`config.mk`:
```
export PLATFORM = sky130hd
export DESIGN_NAME = bank_read_return
export DESIGN_NICKNAME = d
export VERILOG_FILES = /design/src/rtl/bank_read_return.sv
export SDC_FILE = /design/constraint.sdc
export NUM_CORES = 1
export LEC_CHECK = 0
export CORE_MARGIN = 2
export CORE_UTILIZATION = 48
export CTS_CLUSTER_SIZE = 25
export DETAILED_ROUTE_END_ITERATION = 12
export PLACE_DENSITY = 0.95
export SYNTH_ARGS = -nofsm -noshare
export SYNTH_HDL_FRONTEND = slang
export SYNTH_SLANG_ARGS = --single-unit
export TNS_END_PERCENT = 1
```
`constraint.sdc`:
```
create_clock -name i_clk -period 7.7 [get_ports i_clk]
set_input_delay 1.155 -clock i_clk [delete_from_list [all_inputs] [get_ports i_clk]]
set_output_delay 1.155 -clock i_clk [all_outputs]
set_load 0.05 [all_outputs]
```
`src/rtl/bank_read_return.sv`:
```
// Read-return path for the 4-bank memory: tracks issued reads by bank tag in
// issue order and forwards each bank's response with a 1-cycle registered strobe.
module bank_read_return #(
    parameter int DATA_WIDTH = 8,
    parameter int DEPTH      = 4
) (
    input  logic                      i_clk,
    input  logic                      i_rst,
    input  logic                      i_rd_issue,
    input  logic [3:0]                i_bank_sel,
    input  logic [3:0]                i_bank_rvalid,
    input  logic [4*DATA_WIDTH-1:0]   i_bank_rdata,
    output logic [DATA_WIDTH-1:0]     o_rdata,
    output logic                      o_rvalid,
    output logic [1:0]                o_rbank,
    output logic                      o_full,
    output logic                      o_empty,
    output logic [$clog2(DEPTH):0]    o_outstanding,
    output logic                      o_err
);

    localparam int PTR_W = $clog2(DEPTH);
    localparam int CNT_W = PTR_W + 1;
    localparam logic [CNT_W-1:0] CNT_FULL = CNT_W'(DEPTH);

    function automatic logic is_onehot(input logic [3:0] v);
        return (v == 4'b1000) || (v == 4'b0100) || (v == 4'b0010) || (v == 4'b0001);
    endfunction

    // Inverse of the bank-enable decoder: bit3 is bank 0, bit0 is bank 3.
    function automatic logic [1:0] enc_bank(input logic [3:0] v);
        case (v)
            4'b1000: return 2'd0;
            4'b0100: return 2'd1;
            4'b0010: return 2'd2;
            default: return 2'd3;
        endcase
    endfunction

    logic [1:0]            tag_mem [DEPTH];
    logic [PTR_W-1:0]      wr_ptr_q, wr_ptr_d;
    logic [PTR_W-1:0]      rd_ptr_q, rd_ptr_d;
    logic [CNT_W-1:0]      count_q, count_d;
    logic                  full_q, full_d;
    logic                  empty_q, empty_d;
    logic [DATA_WIDTH-1:0] rdata_q, rdata_d;
    logic                  rvalid_q, rvalid_d;
    logic [1:0]            rbank_q, rbank_d;
    logic                  err_q, err_d;

    logic                  sel_ok, rv_onehot, rv_any, is_full, is_empty;
    logic                  push_req, push_ok, pop_ok;
    logic [1:0]            rv_bank;
    logic [DATA_WIDTH-1:0] rv_slice;

    always_comb begin
        rv_slice = '0;
        for (int b = 0; b < 4; b++) begin
            if (i_bank_rvalid[b]) begin
                rv_slice = i_bank_rdata[b*DATA_WIDTH +: DATA_WIDTH];
            end
        end
    end

    always_comb begin
        sel_ok    = is_onehot(i_bank_sel);
        rv_onehot = is_onehot(i_bank_rvalid);
        rv_any    = |i_bank_rvalid;
        rv_bank   = enc_bank(i_bank_rvalid);
        is_full   = (count_q == CNT_FULL);
        is_empty  = (count_q == '0);

        pop_ok   = rv_onehot && !is_empty;
        push_req = i_rd_issue && sel_ok;
        // A pop in the same cycle frees a slot, so a push at full is still accepted.
        push_ok  = push_req && (!is_full || pop_ok);

        err_d = (i_rd_issue && !sel_ok)
              || (push_req && !push_ok)
              || (rv_any && !rv_onehot)
              || (rv_onehot && is_empty)
              || (pop_ok && (rv_bank != tag_mem[rd_ptr_q]));

        wr_ptr_d = push_ok ? wr_ptr_q + 1'b1 : wr_ptr_q;
        rd_ptr_d = pop_ok  ? rd_ptr_q + 1'b1 : rd_ptr_q;
        count_d  = count_q + CNT_W'(push_ok) - CNT_W'(pop_ok);
        full_d   = (count_d == CNT_FULL);
        empty_d  = (count_d == '0);

        rvalid_d = pop_ok;
        rdata_d  = pop_ok ? rv_slice : rdata_q;
        rbank_d  = pop_ok ? rv_bank  : rbank_q;
    end

    always_ff @(posedge i_clk or posedge i_rst) begin
        if (i_rst) begin
            wr_ptr_q <= '0;
            rd_ptr_q <= '0;
            count_q  <= '0;
            full_q   <= 1'b0;
            empty_q  <= 1'b1;
            rdata_q  <= '0;
            rvalid_q <= 1'b0;
            rbank_q  <= '0;
            err_q    <= 1'b0;
        end else begin
            wr_ptr_q <= wr_ptr_d;
            rd_ptr_q <= rd_ptr_d;
            count_q  <= count_d;
            full_q   <= full_d;
            empty_q  <= empty_d;
            rdata_q  <= rdata_d;
            rvalid_q <= rvalid_d;
            rbank_q  <= rbank_d;
            err_q    <= err_d;
        end
    end

    // Tag storage needs no reset: entries are only read while counted as valid.
    always_ff @(posedge i_clk) begin
        if (push_ok) begin
            tag_mem[wr_ptr_q] <= enc_bank(i_bank_sel);
        end
    end

    assign o_rdata       = rdata_q;
    assign o_rvalid      = rvalid_q;
    assign o_rbank       = rbank_q;
    assign o_full        = full_q;
    assign o_empty       = empty_q;
    assign o_outstanding = count_q;
    assign o_err         = err_q;

endmodule
```
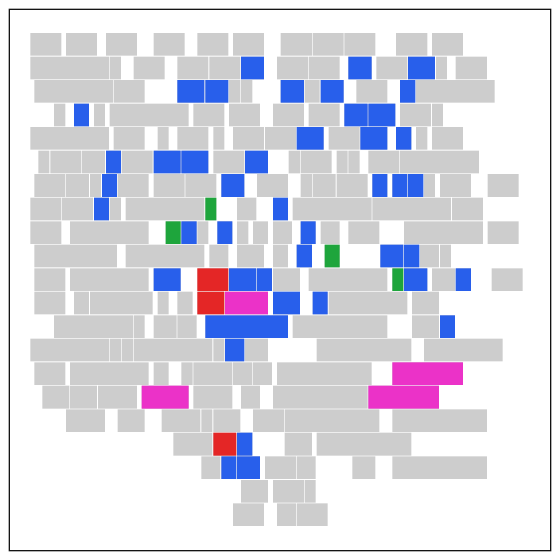
**Above:** selected gate families.
Key: green = nand cells [cells 4, where middle]; red = non-inverting ao/oa cells [cells 3]; magenta = mux cells [cells 4]; blue = aoi and oai cells [cells 44]
Cell Count, Final, Fillers Out: 260
combinational share of cell area: 34.3%
most frequently placed logic cell in the final layout: clkdlybuf4s50_1

==> summary.json <==
{
  "status": "finished, final reports clean",
  "cp_most_frequent_cell": "inv_1",
  "final_layout_size_suffix_gt1_share_pct": 7.01,
  "critical_path_arrival_ns": 4.97,
  "synth_nets": 207,
  "setup.worst_path.class": "in2reg",
  "post_drt_via_cell_ratio": 5.45,
  "rsz0062_at_grt": "no",
  "floorplan.tapcells": 46,
  "count_of_cell_types_in_the_netlist": 39,
  "critPathMaxFanout": 27,
  "min_period_over_period_pct": 61.5,
  "row_count": 21,
  "fin_tns_setup_ns": 0,
  "power.share.clock_pct": 12.2,
  "nNetsFinal": 263,
  "globalRouteTotalUtil_pct": 21.2,
  "power.net_switching_uw": 330,
  "numSynthFlops": 29,
  "count_of_port_buffers_added_during_placement": 59,
  "postRouteAntennaNets": 0,
  "slew_violations": 0,
  "worstReg2RegEnd": "o_full",
  "layout.nonclk_buf_share_pct": 25.8,
  "cts-buffers-inserted": 5,
  "start_point_of_the_critical_path": "i_bank_rvalid[3]",
  "part_of_the_total_power_dissipated_in_sequential_elements_pct": 34.8,
  "worst_setup_slack_before_clock_tree_synthesis_ns": 2.61,
  "path_cells": "clkdlybuf4s50_1 > or2_4 > o21ai_1 > o21ai_2 > a311oi_4 > inv_1 > ha_1 > inv_1 > ha_1 > inv_1 > fa_1 > xnor2_1 > xnor2_1 > nor3b_1",
  "whs_path_depth": 1,
  "totalWireLength_mm": 4.00,
  "clkTransAtPathRegs_ns": 0.09,
  "cap_viol_max_count": 0,
  "cts_resized": 0,
  "die_x_um": 62.5,
  "crit_buf_inv": 4,
  "largestPowerGroup": "combinational logic",
  "die_height_um": 62.5,
  "fp_util_pct": 49.5,
  "grt_start_max_net_pins": 28,
  "registers": 29,
  "cts_sinks": 29,
  "reg2regPathDepth": 10,
  "internal-power_uw": 396,
  "comb-power_uw": 385,
  "first_pass_grt_wire_length_mm": 6.33,
  "floorplan.core_area_um2": 3310,
  "num-fill-cells": 271,
  "r2r_setup_slack_ns": 4.67,
  "yosys.area.top_type": "dfrtp_1",
  "crit_path_end": "o_full",
  "route.vias.total": 1418,
  "dp.final_hpwl_mm": 3.10,
  "ys_area_um2": 1640,
  "cpLargestDelayFamily": "buffers and inverters",
  "place_area_um2": 2240,
  "seq_area_frac_synth_pct": 46.8,
  "postCtsSetupBuffers": 0,
  "critPathMaxStageDelay_ns": 0.88,
  "cp_slowest_cell": "clkdlybuf4s50_1",
  "regArea_um2": 767,
  "skew_ns": 0.0101,
  "fmaxAchievable_mhz": 211,
  "top_area_share_pct": 30.5,
  "clkLatencyLatePin_ns": 0.33,
  "max_slew_margin_pct": 39.3,
  "holdBufCountCts": 0,
  "cp.depth": 14,
  "post-route-min-period_ns": 4.74,
  "finalSetupViolations": 0,
  "hold_viol_final": 0,
  "yosysWarnings": 0,
  "antennaDiodeCount": 0,
  "synth_dominant_cell_count": "dfrtp_1",
  "power_per_cell_area_nw_per_um2": 317,
  "common_cells": "dfrtp_1 (20), nor2_1 (18), a21oi_1 (10), inv_1 (10), o21ai_0 (10)",
  "violation_tally_from_detailed_route_iteration_zero": 76,
  "top_area_cell_class": "combinational gates",
  "yosys_most_used_dff": "dfrtp_1",
  "clock_path_buffers": 2,
  "holdCritStartpoint": "rd_ptr_q[1]",
  "startpoint_type": "input pin",
  "post_synth_instance_area_um2": 1640,
  "swShare_pct": 45.5,
  "post-route-util_pct": 69.2,
  "clockRootBuffer": "clkbuf_4",
  "hold_path_class": "reg2reg",
  "number_of_enable_flip_flop_cells": 8,
  "finalWeightedCongestion": 0.810,
  "post_synth_inst_count": 157,
  "cell_total_in_the_yosys_stat_output": 157,
  "layout.clock.cell_area_share_pct": 2.24,
  "tool_warnings": 29,
  "grt_antenna_before_repair": 0,
  "synthArstFlopShare_pct": 72.4,
  "hold_slack_ns": 0.521,
  "die_area_um2": 3900,
  "n_multi_input_combinational_cell": 108,
  "cts.htree.levels": 2,
  "overflow": 0,
  "power.clock.total_uw": 88.4,
  "cts_tree": "done",
  "sequential_share_of_cell_area_pct": 33.5,
  "post-route-drc-count": 0,
  "worst-endpoint-required_ns": 7.94,
  "mi_logic_area_um2": 786,
  "clock_buffer_cells": 6,
  "number_of_top_level_design_ports": 60,
  "power.total_uw": 726,
  "timing.hold.worst_endpoint": "rd_ptr_q[1]",
  "reg2reg_from": "o_outstanding[1]",
  "share_comb_of_total_power_pct": 53.0,
  "postSynthAreaPerCell_um2": 10.4,
  "power_leakage_nw": 0.883,
  "drtPass1Iterations": 7,
  "inverters_excl_clock": 10
}
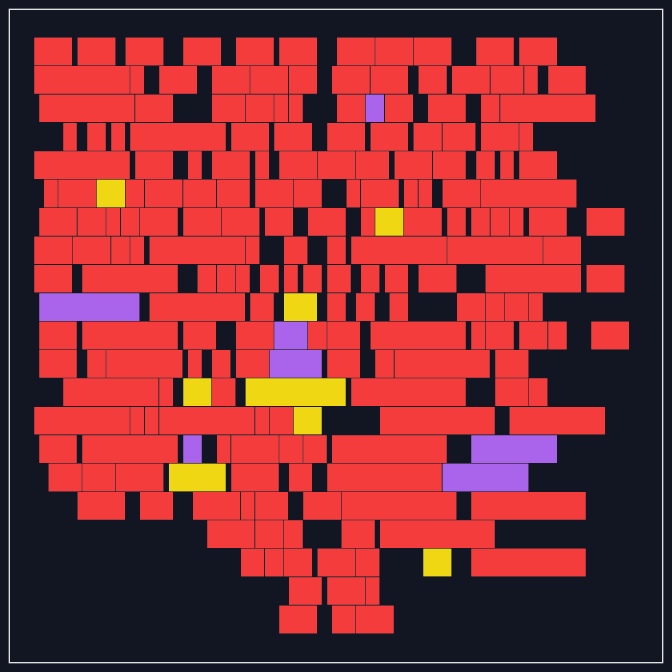
**Above:** drive-strength map.
Key: red = x1 and smaller [cells 199, share 93%, most used clkdlybuf4s50_1]; purple = x2 [cells 7, share 3.3%]; yellow = x3 and x4 [cells 8, share 3.7%, most used clkbuf_4]
post-route cell area: 2290 µm²
Repair and plain buffers: 59
setup ws final: 2.96 ns
P&R area growth vs syn: 39.6%

==> layout by cell type (no fill, tap or decap), drive strengths merged, types with 6 or more instances in the layout <==
master,count
a21oi,10
nor2,18
clkbuf,6
xnor2,7
a22oi,8
a221oi,8
o21ai,12
edfxtp,8
inv,10
clkdlybuf4s50,59
ha,6
dfrtp,20
==> cells by family after synthesis <==
kind of cell | count (synthesis) | synth area share, %
buffers and inverters | 20 | 5.34
XOR/XNOR | 9 | 4.81
flip-flops | 29 | 46.8
AND/OR/NAND/NOR | 41 | 12.4
AND-OR/OR-AND | 47 | 20.4
multiplexers | 4 | 4.50
adder cells (fa/ha/maj) | 7 | 5.80
==> per-layer routing <==
layer	vias up	routed length [µm]	track usage, %
met5	-	0	0
met4	0	72	10.3
met3	6	161	6.13
met2	40	2170	34.8
met1	684	1600	25.5
li1	688	-	-
